--- config.mk ---
export PLATFORM = sky130hd
export DESIGN_NAME = ctrl_pipe
export DESIGN_NICKNAME = d
export VERILOG_FILES = /design/src/rtl/ctrl_pkg.sv /design/src/rtl/hazard_detect.sv /design/src/rtl/ctrl_pipe.sv
export SDC_FILE = /design/constraint.sdc
export NUM_CORES = 1
export LEC_CHECK = 0
export CORE_MARGIN = 10
export CORE_UTILIZATION = 41
export DETAILED_ROUTE_END_ITERATION = 8
export GPL_ROUTABILITY_DRIVEN = 1
export PLACE_DENSITY = 0.87
export SLEW_MARGIN = 20
export SYNTH_ARGS = -nofsm -noshare
export SYNTH_HDL_FRONTEND = slang
export SYNTH_HIERARCHICAL = 1
export SYNTH_SLANG_ARGS = --single-unit
--- constraint.sdc ---
create_clock -name clk -period 2.51 [get_ports clk]
set_clock_uncertainty 0.05 [all_clocks]
set_input_delay 0.753 -clock clk [delete_from_list [all_inputs] [get_ports clk]]
set_output_delay 0.753 -clock clk [all_outputs]
set_load 0.1 [all_outputs]
--- src/rtl/ctrl_pkg.sv ---
// Shared definitions for the RV32 control path: the 8-bit decoder bundle,
// the trimmed per-stage payloads, opcode and ALUOp encodings, and a
// reference opcode-to-bundle decode helper.
package ctrl_pkg;

   localparam int unsigned CTRL_W = 8;
   localparam int unsigned OP_W   = 7;

   // Major opcodes handled by the decoder
   localparam logic [OP_W-1:0] OP_R    = 7'b0110011;
   localparam logic [OP_W-1:0] OP_LW   = 7'b0000011;
   localparam logic [OP_W-1:0] OP_SW   = 7'b0100011;
   localparam logic [OP_W-1:0] OP_BEQ  = 7'b1100011;
   localparam logic [OP_W-1:0] OP_IALU = 7'b0010011;

   // ALUOp encodings: add (address calc), subtract (compare), funct-driven
   localparam logic [1:0] ALUOP_ADD   = 2'b00;
   localparam logic [1:0] ALUOP_SUB   = 2'b01;
   localparam logic [1:0] ALUOP_FUNCT = 2'b10;

   // Full decoder bundle, MSB first: {ALUSrc, MemtoReg, RegWrite, MemRead, MemWrite, Branch, ALUOp}
   typedef struct packed {
      logic       alusrc;
      logic       memtoreg;
      logic       regwrite;
      logic       memread;
      logic       memwrite;
      logic       branch;
      logic [1:0] aluop;
   } ctrl_t;

   // Fields still needed once the instruction has left EX
   typedef struct packed {
      logic memtoreg;
      logic regwrite;
      logic memread;
      logic memwrite;
      logic branch;
   } exmem_ctrl_t;

   // Fields still needed once the instruction has left MEM
   typedef struct packed {
      logic memtoreg;
      logic regwrite;
   } memwb_ctrl_t;

   localparam ctrl_t CTRL_NOP = ctrl_t'(8'b0);

   // Reference decode of a major opcode into the control bundle
   function automatic ctrl_t ctrl_decode(input logic [OP_W-1:0] opcode);
      ctrl_t c;
      c = CTRL_NOP;
      case (opcode)
         OP_R: begin
            c.regwrite = 1'b1;
            c.aluop    = ALUOP_FUNCT;
         end
         OP_IALU: begin
            c.alusrc   = 1'b1;
            c.regwrite = 1'b1;
            c.aluop    = ALUOP_FUNCT;
         end
         OP_LW: begin
            c.alusrc   = 1'b1;
            c.memtoreg = 1'b1;
            c.regwrite = 1'b1;
            c.memread  = 1'b1;
            c.aluop    = ALUOP_ADD;
         end
         OP_SW: begin
            c.alusrc   = 1'b1;
            c.memwrite = 1'b1;
            c.aluop    = ALUOP_ADD;
         end
         OP_BEQ: begin
            c.branch   = 1'b1;
            c.aluop    = ALUOP_SUB;
         end
         default: c = CTRL_NOP;
      endcase
      return c;
   endfunction

endpackage

--- src/rtl/hazard_detect.sv ---
// Combinational load-use hazard detection with taken-branch flush priority.
// Ports:
//   ex_memread, ex_rd     : load currently in EX and its destination
//   id_rs1, id_rs2        : source fields of the instruction in ID
//   mem_branch_taken      : branch in MEM resolved taken
//   hazard, flush         : raw load-use condition / squash request
//   pc_write, ifid_write  : front-end may advance (held low only on a stall)
//   ifid_flush            : IF/ID must load a NOP
module hazard_detect #(
   parameter int unsigned REG_AW = 5
) (
   input  logic              ex_memread,
   input  logic [REG_AW-1:0] ex_rd,
   input  logic [REG_AW-1:0] id_rs1,
   input  logic [REG_AW-1:0] id_rs2,
   input  logic              mem_branch_taken,
   output logic              hazard,
   output logic              flush,
   output logic              pc_write,
   output logic              ifid_write,
   output logic              ifid_flush
);

   // rs fields are compared regardless of format; a false stall is harmless
   always_comb begin
      hazard = ex_memread && (ex_rd != '0) && ((ex_rd == id_rs1) || (ex_rd == id_rs2));
      flush  = mem_branch_taken;
   end

   // A flush squashes the dependent instruction anyway, so it overrides the stall
   always_comb begin
      pc_write   = !hazard || flush;
      ifid_write = !hazard || flush;
      ifid_flush = flush;
   end

endmodule

--- src/rtl/ctrl_pipe.sv ---
// Control-bundle pipeline for the 5-stage RV32 core: carries the decoded
// bundle through ID/EX, EX/MEM and MEM/WB, inserts a bubble on load-use,
// and squashes wrong-path work when a branch resolves taken in MEM.
// Optional performance counters are built when CTRL_PIPE_PERF_EN is defined.
// Ports:
//   clk, rst_n                         : clock, async active-low reset
//   id_ctrl, id_rs1, id_rs2, id_rd     : decoded instruction in ID
//   mem_branch_taken                   : taken branch in MEM
//   ex_*, mem_*, wb_*                  : per-stage control fields and rd
//   pc_write, ifid_write, ifid_flush   : front-end stall/flush controls
//   stall_cnt, flush_cnt               : event counters (CTRL_PIPE_PERF_EN only)
module ctrl_pipe
   import ctrl_pkg::*;
#(
   parameter int unsigned REG_AW = 5,
   parameter int unsigned CNT_W  = 32
) (
   input  logic              clk,
   input  logic              rst_n,
   input  logic [7:0]        id_ctrl,
   input  logic [REG_AW-1:0] id_rs1,
   input  logic [REG_AW-1:0] id_rs2,
   input  logic [REG_AW-1:0] id_rd,
   input  logic              mem_branch_taken,
   output logic              ex_alusrc,
   output logic [1:0]        ex_aluop,
   output logic [REG_AW-1:0] ex_rd,
   output logic              mem_memread,
   output logic              mem_memwrite,
   output logic              mem_branch,
   output logic [REG_AW-1:0] mem_rd,
   output logic              wb_memtoreg,
   output logic              wb_regwrite,
   output logic [REG_AW-1:0] wb_rd,
   output logic              pc_write,
   output logic              ifid_write,
`ifdef CTRL_PIPE_PERF_EN
   output logic              ifid_flush,
   output logic [CNT_W-1:0]  stall_cnt,
   output logic [CNT_W-1:0]  flush_cnt
`else
   output logic              ifid_flush
`endif
);

   ctrl_t             idex_ctrl_q,  idex_ctrl_d;
   logic [REG_AW-1:0] idex_rd_q,    idex_rd_d;
   exmem_ctrl_t       exmem_ctrl_q, exmem_ctrl_d;
   logic [REG_AW-1:0] exmem_rd_q,   exmem_rd_d;
   memwb_ctrl_t       memwb_ctrl_q, memwb_ctrl_d;
   logic [REG_AW-1:0] memwb_rd_q,   memwb_rd_d;

   logic hazard;
   logic flush;

   // Load-use and flush arbitration
   hazard_detect #(
      .REG_AW (REG_AW)
   ) u_hazard_detect (
      .ex_memread       (idex_ctrl_q.memread),
      .ex_rd            (idex_rd_q),
      .id_rs1           (id_rs1),
      .id_rs2           (id_rs2),
      .mem_branch_taken (mem_branch_taken),
      .hazard           (hazard),
      .flush            (flush),
      .pc_write         (pc_write),
      .ifid_write       (ifid_write),
      .ifid_flush       (ifid_flush)
   );

   // Next-state: normal advance, bubble into ID/EX on stall, or squash ID/EX and EX/MEM on flush
   always_comb begin
      idex_ctrl_d           = ctrl_t'(id_ctrl);
      idex_rd_d             = id_rd;
      exmem_ctrl_d.memtoreg = idex_ctrl_q.memtoreg;
      exmem_ctrl_d.regwrite = idex_ctrl_q.regwrite;
      exmem_ctrl_d.memread  = idex_ctrl_q.memread;
      exmem_ctrl_d.memwrite = idex_ctrl_q.memwrite;
      exmem_ctrl_d.branch   = idex_ctrl_q.branch;
      exmem_rd_d            = idex_rd_q;
      // MEM/WB always advances so the resolving branch itself retires
      memwb_ctrl_d.memtoreg = exmem_ctrl_q.memtoreg;
      memwb_ctrl_d.regwrite = exmem_ctrl_q.regwrite;
      memwb_rd_d            = exmem_rd_q;

      if (flush) begin
         idex_ctrl_d  = CTRL_NOP;
         idex_rd_d    = '0;
         exmem_ctrl_d = '0;
         exmem_rd_d   = '0;
      end else if (hazard) begin
         idex_ctrl_d  = CTRL_NOP;
         idex_rd_d    = '0;
      end
   end

   // Stage registers
   always_ff @(posedge clk or negedge rst_n) begin
      if (!rst_n) begin
         idex_ctrl_q  <= CTRL_NOP;
         idex_rd_q    <= '0;
         exmem_ctrl_q <= '0;
         exmem_rd_q   <= '0;
         memwb_ctrl_q <= '0;
         memwb_rd_q   <= '0;
      end else begin
         idex_ctrl_q  <= idex_ctrl_d;
         idex_rd_q    <= idex_rd_d;
         exmem_ctrl_q <= exmem_ctrl_d;
         exmem_rd_q   <= exmem_rd_d;
         memwb_ctrl_q <= memwb_ctrl_d;
         memwb_rd_q   <= memwb_rd_d;
      end
   end

   // Stage outputs come straight from the pipeline registers
   always_comb begin
      ex_alusrc    = idex_ctrl_q.alusrc;
      ex_aluop     = idex_ctrl_q.aluop;
      ex_rd        = idex_rd_q;
      mem_memread  = exmem_ctrl_q.memread;
      mem_memwrite = exmem_ctrl_q.memwrite;
      mem_branch   = exmem_ctrl_q.branch;
      mem_rd       = exmem_rd_q;
      wb_memtoreg  = memwb_ctrl_q.memtoreg;
      wb_regwrite  = memwb_ctrl_q.regwrite;
      wb_rd        = memwb_rd_q;
   end

`ifdef CTRL_PIPE_PERF_EN
   // Stall and flush event counters, wrapping modulo 2^CNT_W
   always_ff @(posedge clk or negedge rst_n) begin
      if (!rst_n) begin
         stall_cnt <= '0;
         flush_cnt <= '0;
      end else begin
         if (hazard && !flush) begin
            stall_cnt <= stall_cnt + CNT_W'(1);
         end
         if (flush) begin
            flush_cnt <= flush_cnt + CNT_W'(1);
         end
      end
   end
`else
   // Counter width has no consumer without the counters
   logic [31:0] cnt_w_unused;
   assign cnt_w_unused = 32'(CNT_W);
`endif

endmodule

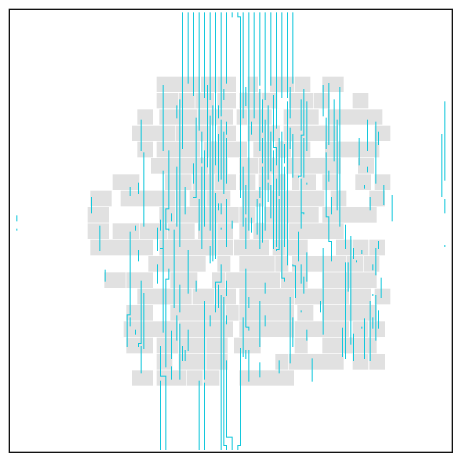
**Above:** run 1 (the metal 2 layer).
Drawn at 6 px/um. Cells faint in the background.
wire length on this layer: 1600 um
nets with wire on the layer: 155
longest straight run: 36.2 um
main direction: vertical
share of all routed wire: 53%
via count: 803
Routed WL: 3.012 mm

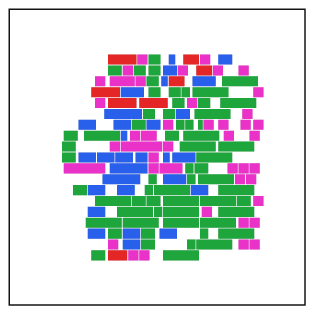
**Above:** run 1 (cell sizes after repair).
Drawn at 4 px/um.
legend:
  x1 and smaller:
    color: green
    cells: 61
    share: 43%
    most_used: dfrtp_1
  x2:
    color: blue
    cells: 29
    share: 21%
    most_used: nor3b_2
  x3 and x4:
    color: magenta
    cells: 43
    share: 30%
    most_used: buf_4
  x6 and larger:
    color: red
    cells: 8
    share: 5.7%
    most_used: buf_12
final setup margin: -202.9 ps
Area Overhead vs Synth: 57.92%
Final Instance Area: 0.001859 sq mm
nonclk buf count: 62

==> changes_impl.md, run 1 <==
### Metrics

- Vias in the first global route: approximately 900
- Fin crit period: 2713 ps
- Largest net degree at the start of global routing: 31
- CTS Root Cell: clkbuf_4
- MaxCap Viol Count: 0
- Fin crit share: 108.1%
- Floorplan utilization: 42.70%
- Synth Cell Area: 0.001177 sq mm
- Critical Path Sink: ifid_write
- H-tree level count: 2
- Initial antenna violation count: 0
- TritonCTS clock tree: done
- Dpl ws: -602.0 ps
- Final setup margin: -202.9 ps
- VDD IR max: 0.4838 mV
- First-pass GRT wire length: roughly 4.8 mm
- Crit path max-delay cell type: a211o_4
- Placed instance count: 159
- Data required, critical path: 1710 ps
- Die x size: 73.59 um
- Sequential fraction of the synthesis area: 63.76%
- Final GP Congestion: ~0.74
- Distinct lib cells: 13
- Log Warnings: 29
- CP max stage delay: 380 ps
- Post-route DRC: 0
- Critical-path cell list: buf_6 > xor2_2 > nor3_2 > nand3_2 > a211o_4 > buf_12
- Leak pwr: 0.8827 nW
- Clk ins delay skew pair: approximately 320 ps
- Final Max Slew Viols: 0
- Core Util, Final: 67.42%
- Reg clk slew, reported paths: roughly 90 ps
- CTS Hold Buffers Added: 0
- Worst setup EP type: output pin
- Mapped Cells: 79
- Initial drt markers: 30
- Pwr Density: between 500 and 600 mW/mm^2
- Worst setup path startpoint: id_rs1[2]
- # setup viols final: 2
- I/O pins: 52
- Antenna Violating Nets Remaining: 0
- Reg2reg setup slack: roughly 540 ps
- Mean Syn Cell Area: 14.90 sq um
- R2R depth: 7
- Worst EP arrival: between 1500 and 2000 ps
- Yosys stat area: 0.001177 sq mm
- DRT Pass-1 Iters: 4
- YS warnings: 6
- Num rows: 19
- Pwr Total: 1.101 mW
- Total die size: 0.005415 sq mm
- Core Area: about 0.0028 sq mm
- R2R Path Start: ex_rd[4]
- Slew headroom: between 70 and 80%
- Tightest Pin Transition: 353.7 ps
- Worst reg2reg endpoint: idex_ctrl_q[3]
- Peak Freq: between 300 and 400 MHz
- Status: complete, but fails checks
- Yosys stat cell total: 79
- CTS max path bufs: 2
- Hold Fails Final Rpt: 0
- CP max FO: 2
- Port bufs: 51
- Startpoint Class: primary input
- Net Count, Synth: 105
- RSZ-0062 raised after global routing: true
- Flops out of synthesis: 30
- Cts bufs inserted: 5
- Failing checks: negative setup slack
- Setup CP Type: primary input to output pin
- Nets@finish: ~170
- Final non-filler cell total: 172
- Share of cells above drive strength 1: 56.74%
- Most frequent cells in the layout: buf_4 (33), dfrtp_1 (25), clkdlybuf4s50_1 (15), nor3b_2 (13), nor2b_1 (10)
- Die Y: 73.59 um
- Drt via density: roughly 4.7
- Hpwl dp: 2.220 mm
- Most frequent logic cell in the layout: buf_4
- CTS sink cnt: 30
- Hold/Removal Path Class: flop to flop
- N_diodes: 0
- Grt ovf: 0
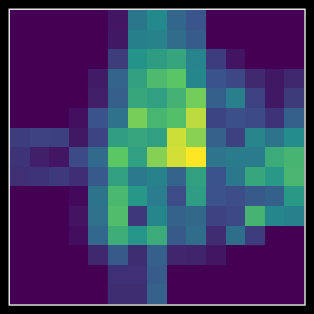
**Above:** run 1 (routed metal per tile).
Drawn at 4 px/um. 15 x 15 tiles, from dark purple (low) to yellow (high), scaled to the fullest tile. Values are wire area over tile area, all layers added.
fullest tile: 0.40
mean over tiles: 0.092
tiles over half the peak: 18%
nearly empty tiles: 36%
emptiest ninth of the die: upper left
densest ninth of the die: center
GRT Overall Usage: 11.51%
wire length per cell: 17.51 um

## run 1: worst max-delay path: cells and delay by family
kind,cells,cell delay [ps]
AND-OR/OR-AND,1,380
XOR/XNOR,1,150
buffers and inverters,2,270
AND/OR/NAND/NOR,2,350
## run 1: sequential cells by signal (all words and copies together) (netlist names)
signal        count
ex_alusrc         1
mem_memwrite      1
ex_aluop          2
mem_memread       1
mem_branch        1
exmem_ctrl_q      2
wb_rd             5
mem_rd            5
wb_regwrite       1
ex_rd             5
idex_ctrl_q       5
wb_memtoreg       1
## run 1: layout make-up
class / count / area, sq um
timing repair buffer: 62 / 561.8
clock inverter: 1 / 5.005
fill: 192 / 898.4
clock buffer: 7 / 55.05
sequential: 30 / 762.0
tap: 31 / 38.79
multi-input combinational: 41 / 436.7
## run 1: Yosys cell counts
master / n / share of area, %
dfrtp_1: 30 / 64
nor3b_2: 13 / 14
nor2b_1: 10 / 5.3
buf_4: 7 / 4.5
xor2_1: 6 / 4.5
xnor2_1: 4 / 3.0
nand3_1: 2 / 0.85
nor3_1: 2 / 0.85
a211o_1: 1 / 0.74
a21oi_1: 1 / 0.42
buf_6: 1 / 0.96
o21ai_2: 1 / 0.74
or4_1: 1 / 0.64
## run 1: stage by stage
stage	instance area, sq um	TNS, ps	hold WS [ps]
finish	1859	-404.7	320.5
global route	1859	-535.5	330.7
CTS	1819	-401.4	313.0
detailed placement	1717	-1343	292.7
global placement	1717	-965.9	284.5
floorplan	1210	-182.1	281.2
## run 1: report_power, final
| group | internal, mW | leakage, nW | switching, mW |
|---|---|---|---|
| combinational | 0.0957 | 0.458 | 0.192 |
| sequential | 0.506 | 0.390 | 0.0131 |
| clock | 0.136 | 0.0353 | 0.158 |
## run 1: layer usage
| metal | vias up | part of all wire (%) | GRT usage, % |
|---|---|---|---|
| li1 | 373 | - | - |
| met1 | 391 | 35 | 11.83 |
| met2 | 30 | 53 | 19.22 |
| met3 | 9 | 9.5 | 5.384 |
| met4 | 0 | 2.5 | 5.590 |
| met5 | - | 0 | 0 |
## run 1: kinds of logic (layout without fill, tap and decap cells)
logic type / Yosys count / count (layout) / synth area share (%)
flops: 30 / 30 / 63.76
buf+inv: 8 / 70 / 5.420
simple gates: 28 / 28 / 21.47
xor+xnor: 10 / 10 / 7.439
compound gates: 3 / 3 / 1.913
## run 1: how the worst min path moves through the flow
stage	startpoint	to	slack (ps)	cells after the start
after CTS	exmem_ctrl_q[4]	wb_memtoreg	310	0
after detailed placement	exmem_ctrl_q[4]	wb_memtoreg	290	0
after global placement	exmem_ctrl_q[3]	wb_regwrite	280	0
after global routing	exmem_ctrl_q[3]	wb_regwrite	330	0
final	exmem_ctrl_q[4]	wb_memtoreg	320	0
after floorplan	exmem_ctrl_q[4]	wb_memtoreg	280	0
## run 1: timing repair
item	in CTS	in global routing
pin swaps	12	6
setup buffers	3	2
hold endpoints to repair	0	0
gates resized	32	6
gates cloned	0	0
endpoints found under the setup margin	2	2
==> inputs of run 2 (changes only) <==
Settings changed: CORE_UTILIZATION 41 to 59, DONT_BUFFER_PORTS set to 1, PLACE_DENSITY 0.87 to 0.83.
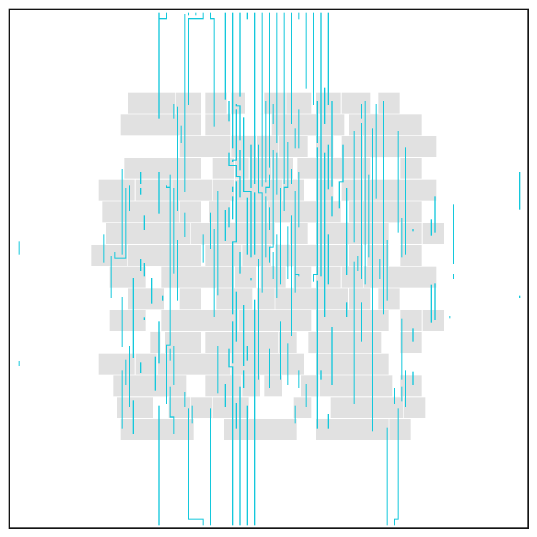
**Above:** run 2 (the metal 2 layer).
Drawn at 8 px/um. Cells faint in the background.
main direction: vertical
longest straight run: 37.7 um
GRT met2 Usage: 20.69%
via count: 693

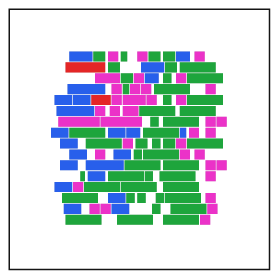
**Above:** run 2 (cell sizes after repair).
Drawn at 4 px/um.
legend:
  x2:
    color: blue
    cells: 22
    share: 21%
    most_used: nor3b_2
  x1 and smaller:
    color: green
    cells: 46
    share: 43%
    most_used: dfrtp_1
  x3 and x4:
    color: magenta
    cells: 37
    share: 35%
    most_used: buf_4
  x6 and larger:
    color: red
    cells: 2
    share: 1.9%
Area Overhead vs Synth: 27.31%
Final Instance Area: 0.001499 sq mm

==> changes_impl.md, run 2 <==
### Metrics

- DRT Pass-1 Iters: 4 (unchanged)
- Antenna Violating Nets Remaining: 0 (unchanged)
- Fin crit period: 2693 ps (was 2713 ps)
- Initial antenna violation count: 0 (unchanged)
- Most common cell in the netlist: dfrtp_1 (unchanged)
- Top area contributor share: 63.76% (unchanged)
- Reg clk slew, reported paths: 90 ps (about the same)
- Routed WL: 2.517 mm (was 3.012 mm)
- Pwr Density: 676.3 mW/mm^2 (was 592.1 mW/mm^2)
- VDD IR max: 0.5623 mV (was 0.4838 mV)
- YS warnings: 6 (unchanged)
- Post-synth top cells: dfrtp_1 (30), nor3b_2 (13), nor2b_1 (10) (unchanged)
- Synth Cell Area: 0.001177 sq mm (unchanged)
- Synth area leader: dfrtp_1 (unchanged)
- Failing checks: negative setup slack (unchanged)
- Leak pwr: 0.7157 nW (was 0.8827 nW)
- Data required, critical path: 1710 ps (about the same)
- MaxCap Viol Count: 0 (unchanged)
- Num rows: 16 (was 19)
- Fin crit share: 107.3% (was 108.1%)
- Yosys stat area: 0.001177 sq mm (unchanged)
- TritonCTS clock tree: done (unchanged)
- Post-synth ARST share: 100.0% (unchanged)
- Reg2reg setup slack: 730 ps (was 540 ps)
- Post-route DRC: 0 (unchanged)
- CTS max path bufs: 2 (unchanged)
- Floorplan utilization: 61.26% (was 42.70%)
- Distinct lib cells: 13 (unchanged)
- Largest net degree at the start of global routing: 31 (unchanged)
- Log Warnings: 29 (unchanged)
- Port bufs: 0 (was 51)
- CTS Root Cell: clkbuf_4 (unchanged)
- # fillers: 116 (was 192)
- Sequential fraction of the synthesis area: 63.76% (unchanged)
- N_diodes: 0 (unchanged)
- EDFF count, synth: 0 (unchanged)
- I/O pins: 52 (unchanged)
- Die x size: 64.67 um (was 73.59 um)
- R2R Path Start: ex_rd[4] (unchanged)
- Hold Fails Final Rpt: 0 (unchanged)
- Total die size: 0.004182 sq mm (was 0.005415 sq mm)
- Final Max Slew Viols: 0 (unchanged)
- Peak Freq: 371.3 MHz (was 368.6 MHz)
- Tightest Pin Transition: 293.7 ps (was 353.7 ps)
- Post-DP Area: 0.001368 sq mm (was 0.001717 sq mm)
- GRT Overall Usage: 11.99% (was 11.51%)
- Share of cells above drive strength 1: 57.01% (was 56.74%)
- Worst EP arrival: 1890 ps (was 1910 ps)
- Drt via density: 5.172 (was 4.669)
- Grt ovf: 0 (unchanged)
- Most frequent logic cell in the layout: buf_4 (unchanged)
- Yosys stat cell total: 79 (unchanged)
- Startpoint Class: flop (was primary input)
- Mapped Cells: 79 (unchanged)
- CTS Hold Buffers Added: 0 (unchanged)
- Cts bufs inserted: 5 (unchanged)
- First-pass GRT wire length: 3.739 mm (was 4.774 mm)
- Clk ins delay skew pair: 310 ps (was 320 ps)
- Final GP Congestion: 0.6664 (was 0.7374)
- Status: complete, but fails checks (unchanged)
- RSZ-0062 raised after global routing: true (unchanged)
- CTS sink cnt: 30 (unchanged)
- Mean Syn Cell Area: 14.90 sq um (unchanged)
- Flops out of synthesis: 30 (unchanged)
- Worst reg2reg endpoint: idex_ctrl_q[2] (was idex_ctrl_q[3])
- Dpl ws: -137.2 ps (was -602.0 ps)
- Core Area: 0.001922 sq mm (was 0.002758 sq mm)
- CP max FO: 5 (was 2)
- Hold/Removal Path Class: primary input to asynchronous set/reset pin (was flop to flop)
- Vias in the first global route: 740 (was 925)
- Most frequent cells in the layout: buf_4 (27), dfrtp_1 (25), nor3b_2 (13), nor2b_1 (10) (was buf_4 (33), dfrtp_1 (25), clkdlybuf4s50_1 (15), nor3b_2 (13), nor2b_1 (10))
- Synth area leaders: dfrtp_1 (64%), nor3b_2 (14%), nor2b_1 (5.3%) (unchanged)
- Final setup margin: -183.1 ps (was -202.9 ps)
- Dominant flop cell: dfrtp_1 (unchanged)
- R2R depth: 5 (was 7)
- Wire length per cell: 18.78 um (was 17.51 um)
- Slew headroom: 80.42% (was 76.42%)
- # setup viols final: 2 (unchanged)
- Initial drt markers: 6 (was 30)
- Nets@finish: 132 (was 166)
- Setup CP Type: flop to output pin (was primary input to output pin)
- Worst setup EP type: output pin (unchanged)
- Net Count, Synth: 105 (unchanged)
- H-tree level count: 2 (unchanged)
- Die Y: 64.67 um (was 73.59 um)
## run 2: cell counts after synthesis
Identical to the previous run, type by type.
## run 2: logic make-up after synthesis
group           share of synthesized area (%)
flops                                   63.76
simple gates                            21.47
compound gates                          1.913
xor+xnor                                7.439
buf+inv                                 5.420
## run 2: critical path, cell delays in order (launching register included)
cell and delay (ps):
dfrtp_4 510, or4_4 540, o21ai_4 150, a211o_4 130
buf_16 230
## run 2: through the flow
stage	power [mW]	utilization, %	TNS (ps)	hold slack [ps]	cells
floorplan	0.7075	-	-182.1	281.2	79
global placement	0.7229	71.16	-99.81	281.6	123
detailed placement	0.7286	71.16	-274.3	298.9	123
CTS	1.012	75.52	-416.8	65.15	132
global route	1.053	77.99	-445.3	41.99	134
finish	1.014	77.99	-366.0	71.00	134
## run 2: worst max path at each step
stage / start / endpoint / cells after the start
finish: ex_rd[4] / pc_write / 4
global route: ex_rd[2] / pc_write / 5
CTS: ex_rd[4] / ifid_write / 4
detailed placement: id_rs2[4] / ifid_write / 5
global placement: id_rs1[0] / ifid_write / 5
floorplan: id_rs2[4] / pc_write / 5
## run 2: timing repair
action | 4_1_cts | 5_1_grt
endpoints found under the setup margin | 2 | 2
pin swaps | 4 | 4
gates resized | 3 | 5
setup buffers | 1 | 2
## run 2: area by class of cell
class	instances	area, sq um	share of cell area [%]
clock buffer	7	55.05	3.673
clock inverter	1	5.005	0.3339
multi-input combinational	41	412.9	27.55
sequential	30	762.0	50.83
tap	27	33.78	2.254
timing repair buffer	28	230.2	15.36
## run 2: power breakdown
part	switching [mW]	leakage, nW	internal (mW)	total, mW
sequential	0.0117	0.390	0.506	0.518
combinational	0.159	0.291	0.0546	0.213
clock	0.147	0.0353	0.136	0.282
total	0.317	0.716	0.697	1.01
## run 2: metal layers
metal / wire length (um) / global-route usage, % / up-vias
li1: - / - / 310
met1: 790 / 10.28 / 338
met2: 1335 / 20.69 / 36
met3: 317 / 8.247 / 9
met4: 74 / 5.882 / 0
met5: 0 / 0 / -
No activity file was given, so power comes from the tool's default toggle rates.
